### PDN straps and rails

Scale bar: 20 um. Pins as bars on the die edge. Tap cells in grey.
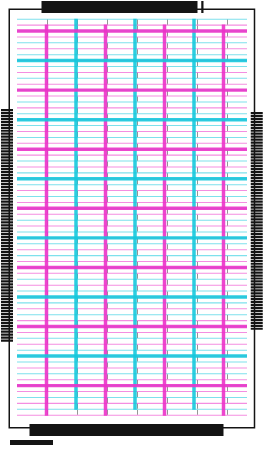
### Cell classes on the final placement

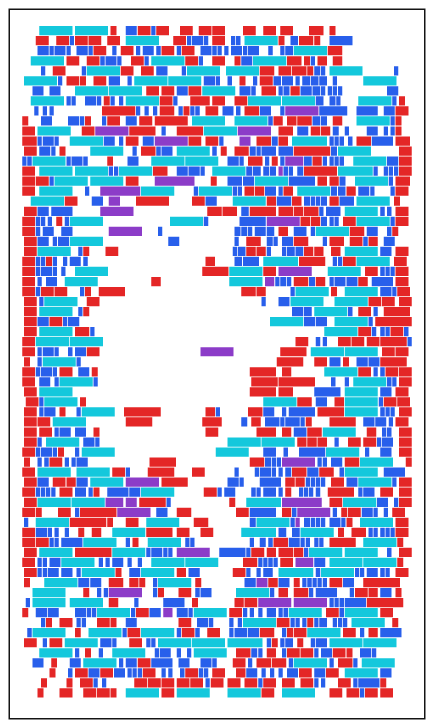
### Clock wires, drivers and flops

Scale bar: 20 um.
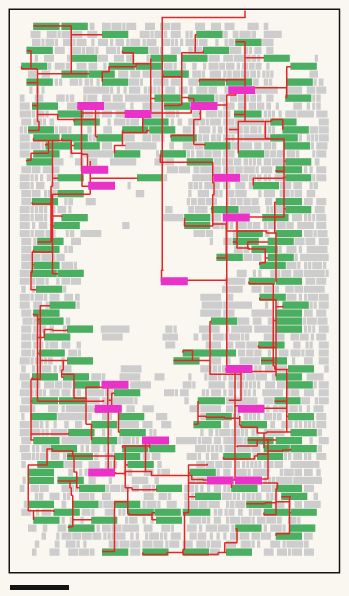
==> config.mk <==
export PLATFORM = sky130hd
export DESIGN_NAME = id_ex_stage_flat
export DESIGN_NICKNAME = d
export VERILOG_FILES = /design/src/rtl/id_ex_stage_if.sv /design/src/rtl/id_ex_stage.sv /design/src/flat_wrapper.sv
export SDC_FILE = /design/constraint.sdc
export NUM_CORES = 1
export LEC_CHECK = 0
export ABC_AREA = 1
export CORE_ASPECT_RATIO = 1.75
export CORE_MARGIN = 3
export CORE_UTILIZATION = 38
export DETAILED_ROUTE_END_ITERATION = 8
export PLACE_DENSITY = 0.82
export REMOVE_ABC_BUFFERS = 1
export SLEW_MARGIN = 20
export SYNTH_ARGS = -nofsm -noshare
export SYNTH_HDL_FRONTEND = slang
export SYNTH_SLANG_ARGS = --single-unit
==> constraint.sdc <==
create_clock -name clk_i -period 1.55 [get_ports clk_i]
set_clock_uncertainty 0.15 [all_clocks]
set_input_delay 0.31 -clock clk_i [delete_from_list [all_inputs] [get_ports clk_i]]
set_output_delay 0.31 -clock clk_i [all_outputs]
set_load 0.01 [all_outputs]
==> results_tabular.tex <==
% Yosys + OpenROAD metrics
\begin{tabular}{lr}
\hline
Metric & Value \\
\hline
\multicolumn{2}{l}{\textbf{Outcome}} \\
Outcome & finished with violations \\
Violations in the final reports & negative setup slack \\
\multicolumn{2}{l}{\textbf{Final timing}} \\
Final worst hold slack & 0.198 ns \\
Setup ws final & -0.619 ns \\
Max-Slew Margin vs Limit & about 60\% \\
Post-layout min period & approximately 2.2 ns \\
Total of endpoints with negative setup slack in the final report & 176 \\
Setup repair after global routing missed its margin & yes \\
Final clock period utilization by the worst path & 140\% \\
Number of max-slew violations in the final report & 0 \\
Peak clock frequency supported by timing & 0.461 GHz \\
Count of final hold-check violations & 0 \\
Slew at the pin closest to its max-slew limit & between 0.5 and 0.6 ns \\
\multicolumn{2}{l}{\textbf{Final layout}} \\
Leading cell type in the layout, fill and taps excluded & sky130\_fd\_sc\_hd\_\_nand2\_1 \\
Post-layout nets & 1433 \\
Area overhead of the layout relative to synthesis & 77.7\% \\
Most frequent cells in the layout & sky130\_fd\_sc\_hd\_\_nand2\_1 (362), sky130\_fd\_sc\_hd\_\_dfrtp\_1 (163), sky130\_fd\_sc\_hd\_\_clkdlybuf4s50\_1 (156), sky130\_fd\_sc\_hd\_\_o21ai\_2 (136), sky130\_fd\_sc\_hd\_\_clkdlybuf4s15\_1 (65) \\
Fraction of layout instances using a drive strength above 1 & between 30\% and 40\% \\
Final std cells w/o fill & 1530 \\
\multicolumn{2}{l}{\textbf{Run}} \\
Count of maximum capacitance violations & 0 \\
Number of warnings in the stage logs & 27 \\
\multicolumn{2}{l}{\textbf{Logic synthesis}} \\
Dominant kind of combinational cell & simple AND/OR/NAND/NOR gates \\
List of most frequent post-synthesis cells & sky130\_fd\_sc\_hd\_\_nand2\_1 (375), sky130\_fd\_sc\_hd\_\_dfrtp\_1 (170), sky130\_fd\_sc\_hd\_\_o21ai\_0 (107), sky130\_fd\_sc\_hd\_\_o21ai\_2 (40), sky130\_fd\_sc\_hd\_\_clkbuf\_1 (30) \\
Mean area per synthesized cell & just under 9 um\^{}2 \\
Area fraction in compound gates & between 10\% and 20\% \\
Distinct lib cells used & 27 \\
Instance count of the mapped netlist & about 850 \\
Synthesized-area fraction occupied by and/or/nand/nor cells & 23.5\% \\
Cell area leaders & sky130\_fd\_sc\_hd\_\_dfrtp\_1 (57\%), sky130\_fd\_sc\_hd\_\_nand2\_1 (19\%), sky130\_fd\_sc\_hd\_\_o21ai\_0 (7.1\%) \\
Most frequent cell after synthesis & sky130\_fd\_sc\_hd\_\_nand2\_1 \\
Cell type with the highest aggregate area in the netlist & sky130\_fd\_sc\_hd\_\_dfrtp\_1 \\
Area figure in the yosys stat output & 7510 um\^{}2 \\
Post-synth seq share & between 50\% and 60\% \\
Number of flip-flops and latches in the synthesized netlist & about 170 \\
XOR/XNOR Area Share & under 10\% \\
Yosys cell count & roughly 850 \\
Cell area after technology mapping & between 7000 and 8000 um\^{}2 \\
Mux contribution to synthesized area & 0\% \\
Area share of the largest cell type after synthesis & 56.7\% \\
Number of enable-type register cells in the synthesized netlist & 0 \\
Synthesis Warnings & 0 \\
Most used flip-flop cell & sky130\_fd\_sc\_hd\_\_dfrtp\_1 \\
Proportion of synthesized flip-flops having asynchronous set or reset & 100\% \\
Adder-Cell Fraction of Synth Area & 0.167\% \\
\multicolumn{2}{l}{\textbf{Place}} \\
Number of instances in the placed design & around 1400 \\
Setup slack after placement & -0.955 ns \\
Number of input and output port buffers inserted & around 330 \\
Post-DP HPWL & roughly 18000 um \\
Final GP Congestion & around 0.87 \\
\multicolumn{2}{l}{\textbf{Clock tree}} \\
Root Driver & sky130\_fd\_sc\_hd\_\_clkbuf\_16 \\
Clock sink total & around 170 \\
Maximum buffer depth of the clock tree & 2 \\
Clock transition at the registers of the reported paths & about 0.06 ns \\
Clk Latency, worst-skew pair & between 0.4 and 0.5 ns \\
\# H-tree levels & 4 \\
Total CTS buffers & 17 \\
TritonCTS clock tree & yes \\
\multicolumn{2}{l}{\textbf{Global routing}} \\
First-pass GRT wire length & 44700 um \\
Vias in the first global route & about 8400 \\
Total global-route track usage & 26.4\% \\
Largest net degree at the start of global routing & 82 \\
Global-route congestion overflow total & 0 \\
Antenna violations before repair & 4 \\
\multicolumn{2}{l}{\textbf{Floorplan}} \\
I/O pin count & 329 \\
Total Die Area & about 22000 um\^{}2 \\
Core utilization before placement & 38.9\% \\
\multicolumn{2}{l}{\textbf{Critical path}} \\
WS Path Type & register to primary output \\
Required time of the worst setup path & about 1.1 ns \\
WP data arrival & roughly 1.7 ns \\
Buffer and inverter count on the worst path & 2 \\
Cell breakdown of the critical path & inv\_2, nand2\_1, nand2\_1, nor2\_2, nand3\_2, nand2\_2, nand3\_2, nand2\_4, buf\_6 \\
Type of element launching the critical path & register \\
Number of cells on the worst reg-to-reg path & 14 \\
Nature of the critical path endpoint & primary output \\
Cell family with most CP delay & simple AND/OR/NAND/NOR gates \\
Critical Path Stages & 9 \\
CP max-delay cell & sky130\_fd\_sc\_hd\_\_dfrtp\_2 \\
Reg2Reg Setup Slack & -0.51 ns \\
Delay of the slowest cell on the worst path & between 0.4 and 0.5 ns \\
CP max FO & 4 \\
\multicolumn{2}{l}{\textbf{Pwr}} \\
Leakage power & 6.31 nW \\
Pwr/cell area & between 900 and 1000 nW/um\^{}2 \\
\multicolumn{2}{l}{\textbf{Drt}} \\
DR WL/cell & 19.5 um \\
Avg Vias per Cell & between 5 and 6 \\
Post-detailed-route count of antenna-violating nets & 0 \\
First-pass iteration count of the detailed router & 5 \\
Vias post-DR & roughly 8000 \\
First-iteration detailed-routing DRC count & around 380 \\
Post-route DRC & 0 \\
Total routed wirelength & 29800 um \\
\multicolumn{2}{l}{\textbf{Hold path}} \\
Path type of the worst min-delay path & input pin to asynchronous set/reset pin \\
\hline
\end{tabular}
## Picture notes: 'PDN straps and rails'
Key: VSS = magenta; VDD = cyan
329 signal pins sit on the boundary. 68 met1 rails follow the rows. 13 straps on met5. The core has 67 rows. 241 tap cells.
IR drop worst, VDD: 0.579 mV
Die X: 112 um

## Picture notes: 'Cell classes on the final placement'
Key: flops = cyan [cells 170, share of their area 33%]; clock drivers and dummy loads = purple [cells 31, share of their area 4.7%]; all other logic = blue [cells 633, share of their area 28%]; other buffers and delay cells = red [cells 452, share of their area 35%]
core area: 19300 um^2
Final Cell Area: 13300 um^2
Finished Core Util: 69.2%
sequential fraction of total cell area: 32.0%
row count: 67

## Picture notes: 'Clock wires, drivers and flops'
Key: cells driving clock nets = magenta [count 17]; clock wires = red [length 2250 um]; flip-flops = green [count 170]
There are 18 routed clock nets. Position of the flops: all over the die.
relative contribution of the clock network to total power: 36.9%
power attributed to the clock group: 0.00452 W

timing repair:
action | CTS | global route
gates cloned | 15 | 8
hold endpoints to repair | 134 | 0
pin swaps | 13 | 22
hold buffers | 1 | 0
gates resized | 672 | 165
setup endpoints to repair | 341 | 252
buffers inserted | 27 | 19
report_power, final:
group | internal, W | switching, W
Sequential | 0.00473 | 0.000191
Clock | 0.00267 | 0.00185
Combinational | 0.00146 | 0.00134
Total | 0.00885 | 0.00338
cell type report:
class	count	area, um^2
Antenna cell	3	7.51
Clock buffer	22	474
Clock inverter	9	140
Fill cell	1352	5940
Inverter	29	123
Multi-Input combinational cell	604	3510
Sequential cell	170	4260
Tap cell	241	302
Timing Repair Buffer	452	4520
kinds of logic (layout without fill, tap and decap cells):
group / after synthesis / after routing
buffers and inverters: 81 / 512
AOI/OAI and AO/OA: 159 / 159
xor gates and xnor gates: 11 / 11
and+or+nand+nor: 432 / 433
other: 0 / 3
DFF: 170 / 170
adders and majority gates: 1 / 1
layer usage:
layer | vias up | track usage (%) | share of wire [%]
met5 | - | 0 | 0.044
met4 | 2 | 15.2 | 5.5
met3 | 113 | 5.30 | 5.5
met2 | 370 | 48.8 | 55
met1 | 3870 | 27.5 | 34
li1 | 3568 | - | -
through the flow:
stage / cell area (um^2) / total power [W] / TNS, ns
2_1_floorplan: 7190 / 0.00569 / -250.01
3_3_place_gp: 11500 / 0.00723 / -115.28
3_5_place_dp: 11500 / 0.00728 / -119.85
4_1_cts: 13300 / 0.0122 / -78.40
5_1_grt: 13300 / 0.0127 / -80.60
6_report: 13300 / 0.0122 / -60.62
Power is estimated from default activity; no workload was simulated.
